`src/rtl/counter_pkg.sv`:
```
// Shared FSM state encoding and run_dir status codes for the auto up/down counter.
package counter_pkg;

    typedef enum logic [2:0] {
        IDLE   = 3'd0,
        ARM_UP = 3'd1,
        RUN_UP = 3'd2,
        ARM_DN = 3'd3,
        RUN_DN = 3'd4
    } state_t;

    localparam logic [1:0] DIR_IDLE = 2'b00;
    localparam logic [1:0] DIR_UP   = 2'b01;
    localparam logic [1:0] DIR_DN   = 2'b10;

    // Status code shown on run_dir for a given state; armed states report idle.
    function automatic logic [1:0] dir_of(state_t s);
        case (s)
            RUN_UP:  return DIR_UP;
            RUN_DN:  return DIR_DN;
            default: return DIR_IDLE;
        endcase
    endfunction

endpackage

```
`src/rtl/auto_updown_counter_if.sv`:
```
// Button/load inputs and registered count/status outputs of the auto up/down counter.
interface auto_updown_counter_if #(
    parameter int WIDTH = 7
);
    logic             up;
    logic             down;
    logic             stop;
    logic             load;
    logic [WIDTH-1:0] load_val;
    logic [WIDTH-1:0] count;
    logic [1:0]       run_dir;
    logic             wrap;

    // Driver side (buttons, load), e.g. a controller or testbench.
    modport master (
        output up, down, stop, load, load_val,
        input  count, run_dir, wrap
    );

    // Counter side.
    modport slave (
        input  up, down, stop, load, load_val,
        output count, run_dir, wrap
    );
endinterface

```
`src/rtl/tick_gen.sv`:
```
// Prescaler: tick is high on every DIV-th cycle after the last clear.
module tick_gen #(
    parameter int DIV = 1
) (
    input  logic clk,
    input  logic reset,
    input  logic clr,
    output logic tick
);
    localparam int            CW   = (DIV > 1) ? $clog2(DIV) : 1;
    localparam logic [CW-1:0] LAST = CW'(DIV - 1);

    if (DIV < 1) begin : g_div_chk
        $error("tick_gen: DIV must be >= 1");
    end

    logic [CW-1:0] cnt;

    // Phase counter: restart on clear, otherwise roll over at DIV-1.
    always_ff @(posedge clk or posedge reset) begin
        if (reset)                   cnt <= '0;
        else if (clr || cnt == LAST) cnt <= '0;
        else                         cnt <= cnt + CW'(1);
    end

    assign tick = (cnt == LAST);
endmodule

```
`src/rtl/auto_updown_counter.sv`:
```
// Push-and-release auto up/down counter: a press arms a direction, release starts
// stepping every DIV clocks, with wrap or saturation at 0..MAX.
module auto_updown_counter
    import counter_pkg::*;
#(
    parameter int WIDTH    = 7,
    parameter int MAX      = 100,
    parameter int DIV      = 1,
    parameter bit SATURATE = 1'b0
) (
    input  logic                  clk,
    input  logic                  reset,
    auto_updown_counter_if.slave  bus
);
    localparam logic [WIDTH-1:0] MAXV = WIDTH'(MAX);

    if (MAX < 1 || MAX >= (1 << WIDTH)) begin : g_max_chk
        $error("auto_updown_counter: MAX must satisfy 1 <= MAX < 2**WIDTH");
    end
    if (DIV < 1) begin : g_div_chk
        $error("auto_updown_counter: DIV must be >= 1");
    end

    state_t           state, state_nxt;
    logic             tick, clr;
    logic             release_edge, run_stay, step;
    logic [WIDTH-1:0] count_nxt;
    logic             wrap_nxt;
    logic [1:0]       dir_nxt;

    tick_gen #(.DIV(DIV)) u_tick (
        .clk   (clk),
        .reset (reset),
        .clr   (clr),
        .tick  (tick)
    );

    // State register.
    always_ff @(posedge clk or posedge reset) begin
        if (reset) state <= IDLE;
        else       state <= state_nxt;
    end

    // Next state: load > stop > up > down; up always (re)arms upward.
    always_comb begin
        state_nxt = state;
        if (bus.load || bus.stop) begin
            state_nxt = IDLE;
        end else if (bus.up) begin
            state_nxt = ARM_UP;
        end else begin
            case (state)
                ARM_UP:               state_nxt = RUN_UP;
                ARM_DN:               state_nxt = bus.down ? ARM_DN : RUN_DN;
                IDLE, RUN_UP, RUN_DN: state_nxt = bus.down ? ARM_DN : state;
                default:              state_nxt = IDLE;
            endcase
        end
    end

    // Datapath: one step on release, then one per prescaler tick while running.
    always_comb begin
        release_edge = (state == ARM_UP && state_nxt == RUN_UP) ||
                       (state == ARM_DN && state_nxt == RUN_DN);
        run_stay     = (state == RUN_UP || state == RUN_DN) && (state_nxt == state);
        clr          = !run_stay;
        step         = release_edge || (run_stay && tick);
        dir_nxt      = dir_of(state_nxt);
        count_nxt    = bus.count;
        wrap_nxt     = 1'b0;
        if (bus.load) begin
            count_nxt = (bus.load_val > MAXV) ? MAXV : bus.load_val;
        end else if (step) begin
            if (state_nxt == RUN_UP) begin
                if (bus.count == MAXV) begin
                    wrap_nxt  = 1'b1;
                    count_nxt = SATURATE ? MAXV : '0;
                end else begin
                    count_nxt = bus.count + WIDTH'(1);
                end
            end else begin
                if (bus.count == '0) begin
                    wrap_nxt  = 1'b1;
                    count_nxt = SATURATE ? '0 : MAXV;
                end else begin
                    count_nxt = bus.count - WIDTH'(1);
                end
            end
        end
    end

    // Registered outputs, updated together with the state.
    always_ff @(posedge clk or posedge reset) begin
        if (reset) begin
            bus.count   <= '0;
            bus.run_dir <= DIR_IDLE;
            bus.wrap    <= 1'b0;
        end else begin
            bus.count   <= count_nxt;
            bus.run_dir <= dir_nxt;
            bus.wrap    <= wrap_nxt;
        end
    end
endmodule

```
`src/flat_wrapper.sv`:
```
// flat-port wrapper written by rule: the top's interface ports become plain ports
module auto_updown_counter_flat import counter_pkg::*;
#(
    parameter int WIDTH    = 7,
    parameter int MAX      = 100,
    parameter int DIV      = 1,
    parameter bit SATURATE = 1'b0
)
  (clk, reset, bus_up, bus_down, bus_stop, bus_load, bus_load_val, bus_count, bus_run_dir, bus_wrap);
  auto_updown_counter_if #(.WIDTH(WIDTH)) bus_i ();
  input  logic clk;
  input  logic reset;
  input wire logic [$bits(bus_i.up)-1:0] bus_up;
  input wire logic [$bits(bus_i.down)-1:0] bus_down;
  input wire logic [$bits(bus_i.stop)-1:0] bus_stop;
  input wire logic [$bits(bus_i.load)-1:0] bus_load;
  input wire logic [$bits(bus_i.load_val)-1:0] bus_load_val;
  output wire logic [$bits(bus_i.count)-1:0] bus_count;
  output wire logic [$bits(bus_i.run_dir)-1:0] bus_run_dir;
  output wire logic [$bits(bus_i.wrap)-1:0] bus_wrap;
  assign bus_i.up = bus_up;
  assign bus_i.down = bus_down;
  assign bus_i.stop = bus_stop;
  assign bus_i.load = bus_load;
  assign bus_i.load_val = bus_load_val;
  assign bus_count = bus_i.count;
  assign bus_run_dir = bus_i.run_dir;
  assign bus_wrap = bus_i.wrap;
  auto_updown_counter #(.WIDTH(WIDTH), .MAX(MAX), .DIV(DIV), .SATURATE(SATURATE)) u_core (.clk(clk), .reset(reset), .bus(bus_i));
endmodule
```
`config.mk`:
```
export PLATFORM = sky130hd
export DESIGN_NAME = auto_updown_counter_flat
export DESIGN_NICKNAME = d
export VERILOG_FILES = /design/src/rtl/counter_pkg.sv /design/src/rtl/auto_updown_counter_if.sv /design/src/rtl/tick_gen.sv /design/src/rtl/auto_updown_counter.sv /design/src/flat_wrapper.sv
export SDC_FILE = /design/constraint.sdc
export NUM_CORES = 1
export LEC_CHECK = 0
export ABC_CLOCK_PERIOD_IN_PS = 4700
export CAP_MARGIN = 20
export CORE_MARGIN = 2
export CORE_UTILIZATION = 52
export DETAILED_ROUTE_END_ITERATION = 8
export PLACE_DENSITY = 0.92
export SKIP_LAST_GASP = 1
export SLEW_MARGIN = 20
export SYNTH_ARGS = -nofsm -noshare
export SYNTH_HDL_FRONTEND = slang
export SYNTH_SLANG_ARGS = --single-unit
```
`constraint.sdc`:
```
create_clock -name clk -period 4.7 [get_ports clk]
set_input_delay 1.175 -clock clk [delete_from_list [all_inputs] [get_ports clk]]
set_output_delay 1.175 -clock clk [all_outputs]
set_load 0.05 [all_outputs]
```
==> results.toml, run 1 <==
# generated from flow reports
[pwr]
irDropWorstVdd_uv = 222.0
powerDensity_nw_per_um2 = 274.7
switching_share_pct = 38.51
p_comb_share_pct = 34.0
p_leak_nw = 0.5390
switchingPower_uw = 145.7
clkPwrFrac_pct = 25.5
p_seq_share_pct = 40.5
internal_power_uw = 232.7
finalPower_uw = 378.4

[job]
warnings = 27
drv_cap = 0

[synthesis]
syn_inst = 131
synthSimpleGateAreaFrac_pct = 30.83
edf_count = 0
async_reset_ff_share_pct = 100.0
yosysChipArea_um2 = 1149
ys_sh_aoi_pct = 23.86
ys_ff = 14
mappedNetlistArea_um2 = 1149
logic_family = "simple AND/OR/NAND/NOR gates"
syn-num-nets = 146
ys_types = 53
ys_seq_share_pct = 30.50
ys_sh_xor_pct = 3.050
ys_cells = 131
ys_sh_mux_pct = 0
synthFlopType = "dfrtp_1"
fa_ha_area_share_pct = 2.179

[timing]
setup_slack_ns = 1.397
layout_min_cycle_time_ns = 3.303
worst_slew_pin_slew_ns = 0.7540
setup_violations = 0
max_freq_mhz = 302.7
setup_tns_ns = 0
final_max_slew_viol_count = 0
hold_slack_ns = 0.7168
fin_skew_ns = 0.01308
hold_violations = 0

[final_layout]
area_growth_pct = 19.93
antenna_cells = 0
layout.nets = 163
logic_area_um2 = 691.9
drive_gt1_share_pct = 10.20

[cts]
postCtsResizedCells = 0
clkSinkCount = 14
cts_tree = "built"
cts_setup_buffers = 0
htree_num_levels = 1
cts_buffers = 3
clock_path_buffers = 2
cts.clk_slew.worst_paths_ns = 0.11
ctsRootBufferMaster = "clkbuf_4"
clkLatencyLatePin_ns = 0.31

[floorplan]
die_h_um = 51
die_w_um = 51
initial_utilization_pct = 53.47
io_pins = 23
die_area_um2 = 2601

[status]
status = "completed"

[worst_setup_path]
critPathArrivalTime_ns = 3.51
rr_startpoint = "u_core.bus.count[0]"
critPathLaunchType = "input pin"
crit_fanout = 20
required_ns = 4.91
path_class = "input pin to register"

[routing]
drt_pass1_iterations = 4
wl_per_cell_um = 16.11
drc = 0
drt_iter0_markers = 51
drtAntennaViolNets = 0
vias_per_cell = 6.303

[grt]
overflow = 0
grt_max_degree = 21
grt_pass1_vias = 1030
antenna_found_initial = 0
grt_pass1_wl_um = 4905

[placed_design]
dp.cells = 171
io_buffer_count = 22
dp_hpwl_um = 2003
post-place-ws_ns = 1.111
[run 1: flip-flops by register name, summed over array words and instances (netlist names)]
| register | cells |
|---|---|
| u_core.bus.run_dir | 2 |
| u_core.u_tick.cnt | 1 |
| u_core.bus.wrap | 1 |
| u_core.state | 3 |
| u_core.bus.count | 7 |
[run 1: placed cells by master, fill, tap and decap left out, types with 5 or more instances in the layout]
cell	n
clkdlybuf4s50_1	22
o21ai_0	5
nand3_1	5
nor2_1	7
dfrtp_1	14
nor3_1	5
nor3b_1	8
inv_1	8
nand2_1	8
[run 1: path summary, 6_finish.rpt]
check / slack, ns / depth (start not counted) / end
max in group asynchronous: 3.14 / 2 / u_core.bus.count[3]
setup / recovery: 1.40 / 6 / u_core.bus.count[2]
setup reg to reg: 2.43 / 7 / u_core.bus.count[2]
hold reg to reg: 0.72 / 1 / u_core.bus.count[1]
min in group asynchronous: 1.20 / 2 / u_core.bus.count[2]
hold / removal: 0.72 / 1 / u_core.bus.count[1]
[run 1: synthesized netlist by cell type (2+ instances only)]
master	count	share of area (%)
a21oi_1	3	1.3
a221oi_2	2	2.6
a22oi_1	2	1.3
and3_1	2	1.1
buf_2	4	1.7
buf_6	3	2.9
clkbuf_1	3	0.98
dfrtp_1	14	31
ha_1	2	2.2
inv_1	8	2.6
nand2_1	8	2.6
nand2b_1	2	1.1
nand3_1	5	2.2
nor2_1	7	2.3
nor2b_1	3	1.6
nor3_1	5	2.2
nor3_2	2	1.7
nor3b_1	8	5.2
nor4_1	3	1.6
o211ai_1	3	2.0
o21ai_0	5	2.2
o311ai_0	2	1.5
o32ai_1	2	1.5
or3_1	2	1.1
xor2_1	3	2.3
[run 1: logic make-up after synthesis]
family	count (synthesis)
AND/OR/NAND/NOR	56
AND-OR/OR-AND	34
other	1
flip-flops	14
adder cells (fa/ha/maj)	2
XOR/XNOR	4
buffers and inverters	20
[run 1: metrics by stage]
stage | utilization (%) | instance area (um2)
floorplan | - | 1149
global placement | 62.43 | 1341
detailed placement | 62.43 | 1341
CTS | 64.12 | 1378
global route | 64.12 | 1378
finish | 64.12 | 1378
[run 1: power by group through the flow]
stage	Combinational (mW)	Clock [mW]	Sequential, mW
after floorplan	0.0726	0	0.170
after global routing	0.140	0.102	0.155
final	0.129	0.0964	0.153
after global placement	0.125	0	0.153
after detailed placement	0.128	0	0.155
after CTS	0.129	0.0971	0.153
[run 1: area by class of cell]
| type | count | area share [%] |
|---|---|---|
| Tap cell | 28 | 2.543 |
| Clock buffer | 4 | 2.634 |
| Sequential cell | 14 | 25.43 |
| Multi-Input combinational cell | 97 | 50.23 |
| Inverter | 9 | 2.634 |
| Timing Repair Buffer | 23 | 16.53 |
[run 1: worst max-delay path: stages]
cell             delay, ns
clkdlybuf4s50_1       0.80
nor4_1                0.41
a21boi_2              0.52
inv_4                 0.06
a221o_1               0.32
a31o_1                0.23
[run 1: layer usage]
metal | track usage (%) | wire length (um)
met5 | 0 | 0
met4 | 9.910 | 29
met3 | 2.924 | 149
met2 | 38.31 | 1409
met1 | 35.82 | 1232
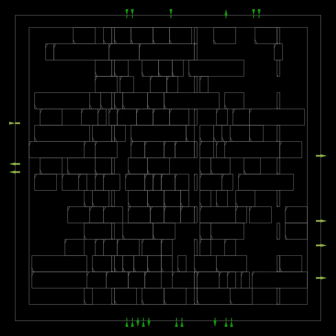
**Above:** run 1 (cell outlines without signal wires).
fillers: 167
Post-Layout Cell Count: 175

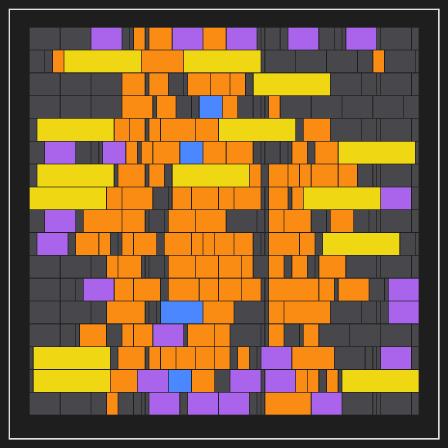
**Above:** run 1 (cells colored by class).
Fill, decap, tap and diode cells in gray.
legend:
  remaining logic cells:
    color: orange
    cells: 106
    share_of_their_area: 54%
  registers:
    color: yellow
    cells: 14
    share_of_their_area: 26%
  remaining buffers and delay cells:
    color: purple
    cells: 23
    share_of_their_area: 17%
  clock drivers and dummy loads:
    color: blue
    cells: 4
    share_of_their_area: 2.7%
flop share of the area: 25.43%
Post-Layout Inst Area: 1378 um2
Core Area: 2148 um2
row count: 17

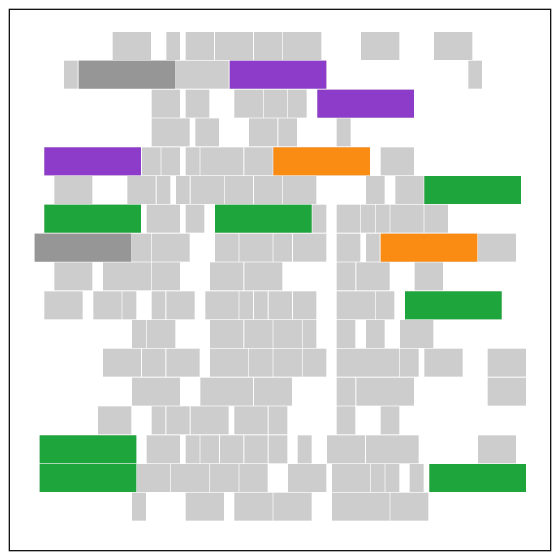
**Above:** run 1 (sequential cells colored by netlist name).
Other sequential cells in the stronger gray, the rest of the logic in the fainter gray.
legend:
  `u_core.state`:
    color: purple
    sequential_cells: 3
  `u_core.bus.run_dir`:
    color: orange
    sequential_cells: 2
  `u_core.bus.count`:
    color: green
    sequential_cells: 7
Seq group: 153 uW
Reg area: 350.3 um2
Util after Layout: 64.12%

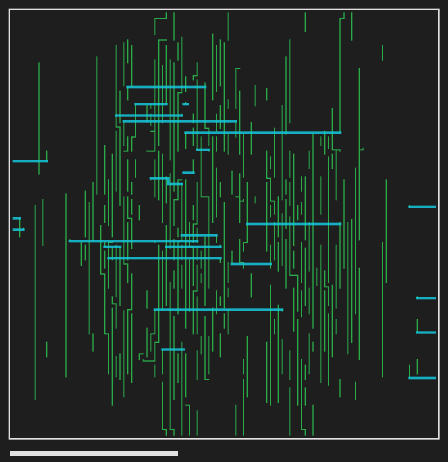
**Above:** run 1 (signal wires by layer).
The bar under the picture is 20 um long. Only two layers are drawn.
legend:
  M2:
    color: green
    wire_length: 1410 um
  M3:
    color: cyan
    wire_length: 150 um
GR Util All Layers: 25.00%
DR vias: 1103

**Run 1: routed metal per tile**

The bar under the picture is 20 um long. 10 x 10 tiles, from black (low) to pale yellow (high), scaled to the fullest tile. Values are wire area over tile area, all layers added.
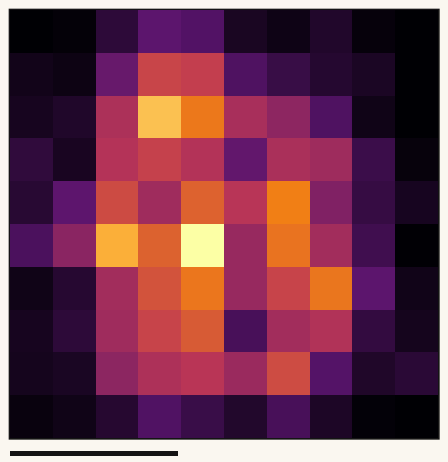

==> run 2, diff against run 1 <==
Settings changed: ABC_CLOCK_PERIOD_IN_PS 4700 to 2960, CORE_UTILIZATION 52 to 46, PLACE_DENSITY 0.92 to 0.86.
Clock period 4.7 ns to 2.96 ns, I/O delays scaled along.
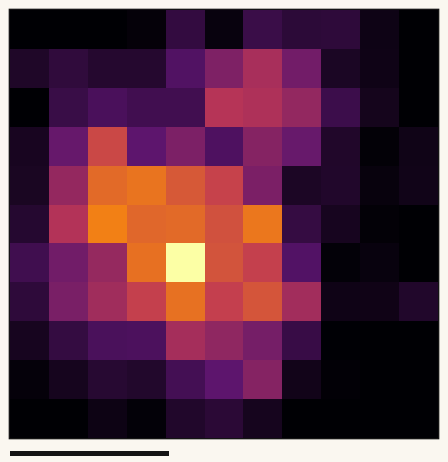
**Above:** run 2 (routed metal per tile).
The bar under the picture is 20 um long. 11 x 11 tiles, from black (low) to pale yellow (high), scaled to the fullest tile. Values are wire area over tile area, all layers added.
tiles over half the peak: 15%
densest ninth of the die: center
nearly empty tiles: 22%
fullest tile: 0.67
GR Util All Layers: 19.76%
Avg WL per Cell: 14.41 um
Routed WL: 2580 um
DR vias: 1095

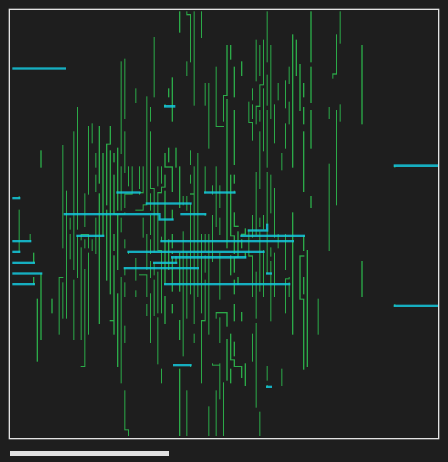
**Above:** run 2 (signal wires by layer).
The bar under the picture is 20 um long. Only two layers are drawn.
legend:
  M2:
    color: green
    wire_length: 1230 um
  M3:
    color: cyan
    wire_length: 146 um

==> run 2 against run 1 <==
Compared with the run above: routed wire length down 8.5%; non-clock buffer count rose by 2; critical path depth unchanged; combinational power is 57% higher; global-route usage down 5.2 points; first-iteration DRC count down 18%; utilization is 6.2 points lower; flip-flop count is the same.
==> results.toml, run 2 <==
# generated from flow reports
[timing]
hold_violations = 0
final_max_slew_viol_count = 0
setup_violations = 0
setup_tns_ns = 0
layout_min_cycle_time_ns = 2.498
max_freq_mhz = 400.3
worst_slew_pin_slew_ns = 0.5756

[grt]
antenna_found_initial = 0
grt_pass1_wl_um = 4084
grt_pass1_vias = 937
grt_max_degree = 17

[floorplan]
core_region_area_um2 = 2410
initial_utilization_pct = 47.66
fp-row-count = 18
io_pins = 23
die_w_um = 53.97
die_area_um2 = 2913
die_h_um = 53.97

[synthesis]
ys_cells = 131
top_area_cell = "dfrtp_1"
syn_inst = 131
syn-num-nets = 146
top_cell_area_share_pct = 30.50
synthTopCellsByCount = "dfrtp_1 (14), inv_1 (8), nand2_1 (8), nor3b_1 (8), nor2_1 (7)"
edf_count = 0
ys_ff = 14
mappedNetlistArea_um2 = 1149
ys_seq_share_pct = 30.50
yosysChipArea_um2 = 1149
synthFlopType = "dfrtp_1"
ys_types = 53
area_leaders = "dfrtp_1 (31%), nor3b_1 (5.2%), buf_6 (2.9%), a221oi_2 (2.6%), inv_1 (2.6%)"
async_reset_ff_share_pct = 100.0

[final_layout]
top_regs = "u_core.bus.count (7), u_core.state (3), u_core.bus.run_dir (2)"
regMostFlops = "u_core.bus.count"
final_area_um2 = 1395
antenna_cells = 0
area_growth_pct = 21.46
layout.nets = 165
layout.cells.most_common = "clkdlybuf4s50_1"
layout_top_cells = "clkdlybuf4s50_1 (22), dfrtp_1 (14), inv_1 (8), nand2_1 (8), nor3b_1 (8)"
drive_gt1_share_pct = 11.41
largest_register_ffs = 7

[cts]
cts_tree = "built"
clock_path_buffers = 2
ctsRootBufferMaster = "clkbuf_4"
cts_setup_buffers = 0
cts_buffers = 3
clkSinkCount = 14
postCtsResizedCells = 0
cts.clk_slew.worst_paths_ns = 0.09
htree_num_levels = 1

[worst_setup_path]
critical_path.max_stage_delay_ns = 0.52
cp_slowest_cell = "clkdlybuf4s50_1"
worstReg2RegEnd = "u_core.bus.count[3]"
path_class = "input pin to register"
critPathLaunchType = "input pin"
required_ns = 3.14
crit_fanout = 8
end_kind = "register"
rr_startpoint = "u_core.bus.count[0]"
ff2ff_path_depth = 7
critPathArrivalTime_ns = 2.68
crit_top_cell = "nor3b_1"
rrSetupSlack_ns = 0.76
crit_chain = "clkdlybuf4s50_1, nor3b_1, o211ai_1, o21ai_1, buf_4, nor3b_1"

[worst_hold_path]
holdPathEnd = "u_core.bus.count[1]"
whs_path_depth = 1
min_path_type = "register to register"

[routing]
drt_pass1_iterations = 4
drt_iter0_markers = 42
drtAntennaViolNets = 0
drc = 0
vias_per_cell = 6.117

[placed_design]
post_dp_cell_area_um2 = 1359
dp_hpwl_um = 1931
io_buffer_count = 22

[job]
drv_cap = 0
warnings = 27

[status]
status = "completed"

[pwr]
p_leak_nw = 0.5492
powerDensity_nw_per_um2 = 425.2
irDropWorstVdd_uv = 295.1
run 2: cell types whose count changed in the layout (fill, tap and decap cells not counted):
cell	before	now
buf_4	1	3
run 2: critical path, delay by kind of cell:
family,cells,cell delay [ns]
AND/OR/NAND/NOR,2,0.55
AND-OR/OR-AND,2,0.60
buffers and inverters,2,0.79
run 2: how the worst max path moves through the flow:
stage	start	endpoint	slack (ns)	depth (start not counted)
after floorplan	u_core.bus.count[0]	u_core.bus.count[3]	0.61	9
after global placement	bus_down	u_core.bus.count[2]	0.24	6
after detailed placement	bus_down	u_core.bus.wrap	0.20	6
after CTS	u_core.bus.count[2]	bus_count[2]	0.49	1
after global routing	bus_down	u_core.bus.wrap	0.36	6
final	bus_down	u_core.bus.wrap	0.46	6
run 2: per-layer routing:
metal	vias to the layer above	GRT usage, %	part of all wire (%)
met5	-	0	0
met4	0	11.25	2.6
met3	7	3.056	5.7
met2	42	30.08	48
met1	520	26.45	44
li1	526	-	-
run 2: where the power goes:
part | total [mW] | internal, mW | switching, mW
Sequential | 0.241 | 0.205 | 0.0361
Combinational | 0.203 | 0.0898 | 0.113
Clock | 0.148 | 0.0751 | 0.0734
run 2: layout make-up:
class	count	area, um2
clock buffers	4	36.28
fillers	201	1015
inverters	9	36.28
multi-input cells	97	691.9
flip-flops and latches	14	350.3
well taps	30	37.54
repair buffers	25	242.7
run 2: cells by family after synthesis:
logic type	share of synthesized area [%]
other	0.3265
adder cells (fa/ha/maj)	2.178
buffers and inverters	9.259
XOR/XNOR	3.051
flip-flops	30.50
AND/OR/NAND/NOR	30.83
AND-OR/OR-AND	23.86
run 2: per-stage QoR:
step | std cells | total power, mW | hold WS, ns | setup slack [ns] | util (%)
after detailed placement | 175 | 0.4461 | 0.6680 | 0.2040 | 56.39
after floorplan | 131 | 0.3847 | 0.6292 | 0.6056 | -
after CTS | 179 | 0.5921 | 0.6987 | 0.4867 | 57.89
final | 179 | 0.5932 | 0.7020 | 0.4619 | 57.89
after global routing | 179 | 0.6237 | 0.7681 | 0.3555 | 57.89
after global placement | 175 | 0.4422 | 0.6579 | 0.2351 | 56.39
**Run 2: cells colored by class**

Fill, decap, tap and diode cells in gray.
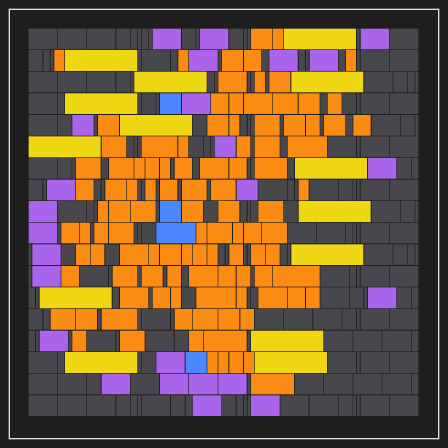

==> run 3, diff against run 2 <==
Settings changed: ABC_CLOCK_PERIOD_IN_PS 2960 to 2510, CORE_UTILIZATION 46 to 51, PLACE_DENSITY 0.86 to 0.9.
Clock period 2.96 ns to 2.51 ns, I/O delays scaled along.
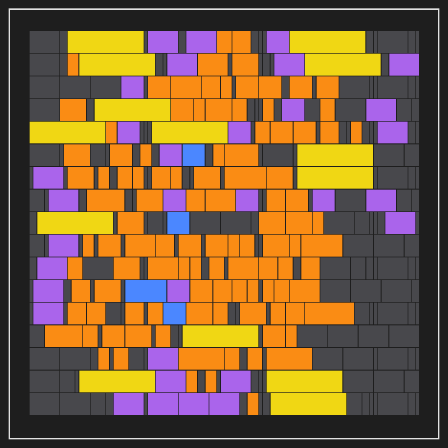
**Above:** run 3 (cells colored by class).
Fill, decap, tap and diode cells in gray.
legend:
  clock drivers and dummy loads:
    color: blue
    cells: 4
    share_of_their_area: 2.6%
  registers:
    color: yellow
    cells: 14
    share_of_their_area: 25%
  remaining logic cells:
    color: orange
    cells: 106
    share_of_their_area: 52%
  remaining buffers and delay cells:
    color: purple
    cells: 32
    share_of_their_area: 21%
Util after Layout: 66.61%
flop share of the area: 24.24%
Core Area: 2170 um2
Post-Layout Inst Area: 1445 um2

==> run 3 against run 2 <==
Compared with the run above: worst setup slack lost 0.33 ns; routed wire length grew 10%; utilization grew 8.7 points; flip-flop count is the same; critical endpoint is now bus_count[2]; highest routed layer unchanged.
==> results.toml, run 3 <==
# generated from flow reports
[timing]
layout_min_cycle_time_ns = 2.381
max_freq_mhz = 420.0
setup_violations = 0
final_max_slew_viol_count = 0
fin_skew_ns = 0.008626
worst_slew_pin_slew_ns = 0.5709
hold_violations = 0

[cts]
cts_buffers = 3
ctsRootBufferMaster = "clkbuf_4"
cts_tree = "built"
clkLatencyLatePin_ns = 0.29
ctsHoldBuffers = 0
htree_num_levels = 1
postCtsResizedCells = 0
cts_setup_buffers = 0
clock_path_buffers = 2
clkSinkCount = 14

[final_layout]
regMostFlops = "u_core.bus.count"
drive_gt1_share_pct = 15.38
antenna_cells = 0
fillers = 178
layout_top_cells = "clkdlybuf4s50_1 (22), dfrtp_1 (14), buf_4 (10)"
finalNonFillerCells = 184
area_growth_pct = 25.82
largest_register_ffs = 7
layout.nets = 172
layout.cells.most_common = "clkdlybuf4s50_1"
logic_area_um2 = 691.9
regArea_um2 = 350.3

[synthesis]
yosysChipArea_um2 = 1149
edf_count = 0
syn_inst = 131
ys_ff = 14
ys_cells = 131
syn-num-nets = 146
mappedNetlistArea_um2 = 1149
synth.most_common_cell = "dfrtp_1"
syn_area_per_cell_um2 = 8.768
synthFlopType = "dfrtp_1"
async_reset_ff_share_pct = 100.0
area_leaders = "dfrtp_1 (31%), nor3b_1 (5.2%), buf_6 (2.9%), a221oi_2 (2.6%), inv_1 (2.6%)"
top_cell_area_share_pct = 30.50
synthTopCellsByCount = "dfrtp_1 (14), inv_1 (8), nand2_1 (8), nor3b_1 (8), nor2_1 (7)"

[routing]
wl_per_cell_um = 15.49
drt_pass1_iterations = 5
vias_per_cell = 6.228
num_vias = 1146
drtAntennaViolNets = 0
drt_iter0_markers = 47
drc = 0

[pwr]
p_seq_share_pct = 39.9
powerDensity_nw_per_um2 = 491.0
internal_power_uw = 442.6
switchingPower_uw = 266.9
irDropWorstVdd_uv = 364.9
clkPwrFrac_pct = 24.2

[grt]
overflow = 0
grt_max_degree = 17
antenna_found_initial = 0
grt_usage_pct = 23.74
grt_pass1_vias = 1008

[worst_setup_path]
cp_slowest_cell = "clkdlybuf4s50_1"
crit_fanout = 12
critPathArrivalTime_ns = 1.75
path_class = "register to primary output"
crit_chain = "clkdlybuf4s50_1"
rrSetupSlack_ns = 0.33
critical_path.max_stage_delay_ns = 0.88
end_kind = "primary output"
cp_top_family = "buffers and inverters"
required_ns = 1.88
worst-path-buf-inv = 1

[worst_hold_path]
min_path_type = "register to register"

[job]
drv_cap = 0
warnings = 27

[floorplan]
die_area_um2 = 2648
io_pins = 23
die_h_um = 51.46
fp-row-count = 17
initial_utilization_pct = 52.94

[status]
status = "completed"

[placed_design]
dp.cells = 180
dp_hpwl_um = 2098
post-place-ws_ns = -0.1406
io_buffer_count = 22
post_dp_cell_area_um2 = 1409
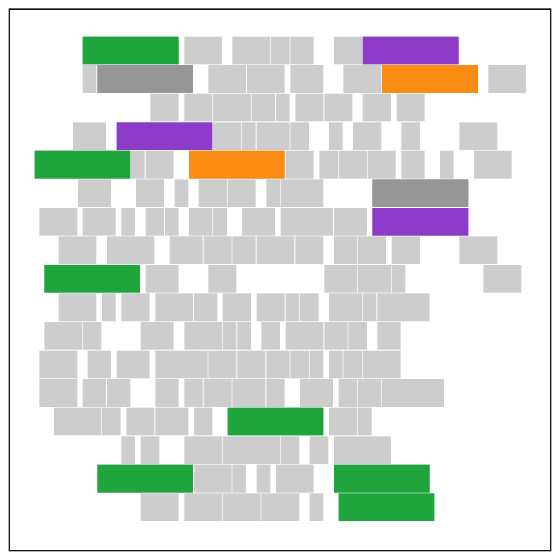
**Above:** run 3 (sequential cells colored by netlist name).
Other sequential cells in the stronger gray, the rest of the logic in the fainter gray.
legend:
  `u_core.bus.run_dir`:
    color: orange
    sequential_cells: 2
  `u_core.bus.count`:
    color: green
    sequential_cells: 7
  `u_core.state`:
    color: purple
    sequential_cells: 3
not colored: 2
Seq group: 283 uW

run 3: worst paths after layout:
path                                      from                     to  cells after the start
min in group asynchronous                reset  u_core.bus.run_dir[0]                      2
setup / recovery           u_core.bus.count[2]           bus_count[2]                      1
setup reg to reg           u_core.bus.count[1]    u_core.bus.count[2]                      8
hold / removal             u_core.bus.count[0]    u_core.bus.count[0]                      2
hold reg to reg            u_core.bus.count[0]    u_core.bus.count[0]                      2
max in group asynchronous                reset      u_core.u_tick.cnt                      2
run 3: cells by family after synthesis:
logic type / synth area share (%)
xor gates and xnor gates: 3.051
adders and majority gates: 2.178
AOI/OAI and AO/OA: 23.86
other: 0.3265
buffers and inverters: 9.259
DFF: 30.50
and+or+nand+nor: 30.83
run 3: layout make-up:
cell class                 count  area share, %
timing repair buffer          32          20.43
tap                           28          2.424
clock buffer                   4          2.511
multi-input combinational     97          47.88
sequential                    14          24.24
inverter                       9          2.511
run 3: power groups by stage:
stage	Combinational [mW]	Sequential, mW	Clock, mW
3_5_place_dp	0.252	0.286	0
6_report	0.255	0.283	0.172
4_1_cts	0.254	0.281	0.172
3_3_place_gp	0.245	0.284	0
5_1_grt	0.271	0.288	0.184
2_1_floorplan	0.136	0.318	0
run 3: through the flow:
stage               total power, mW  TNS (ns)
global route                 0.7431         0
floorplan                    0.4537         0
global placement             0.5290  -0.02904
finish                       0.7095         0
detailed placement           0.5379   -0.4592
CTS                          0.7073         0
run 3: per-layer routing:
layer,part of all wire (%),vias up,routed length (um),track usage (%)
li1,-,540,-,-
met1,43,550,1216,32.47
met2,49,54,1399,39.10
met3,7.6,2,217,2.924
met4,0.56,0,16,7.018
met5,0,-,0,0
run 3: worst reg2reg max path, stage by stage, from the launching register on:
cell and delay, ns:
dfrtp_1 0.48, inv_1 0.09, ha_1 0.23, nor4bb_1 0.20, and3_1 0.32, nor3_2 0.06, buf_4 0.18, a221o_1 0.32
a31o_1 0.22
Power and IR drop assume default switching activity.
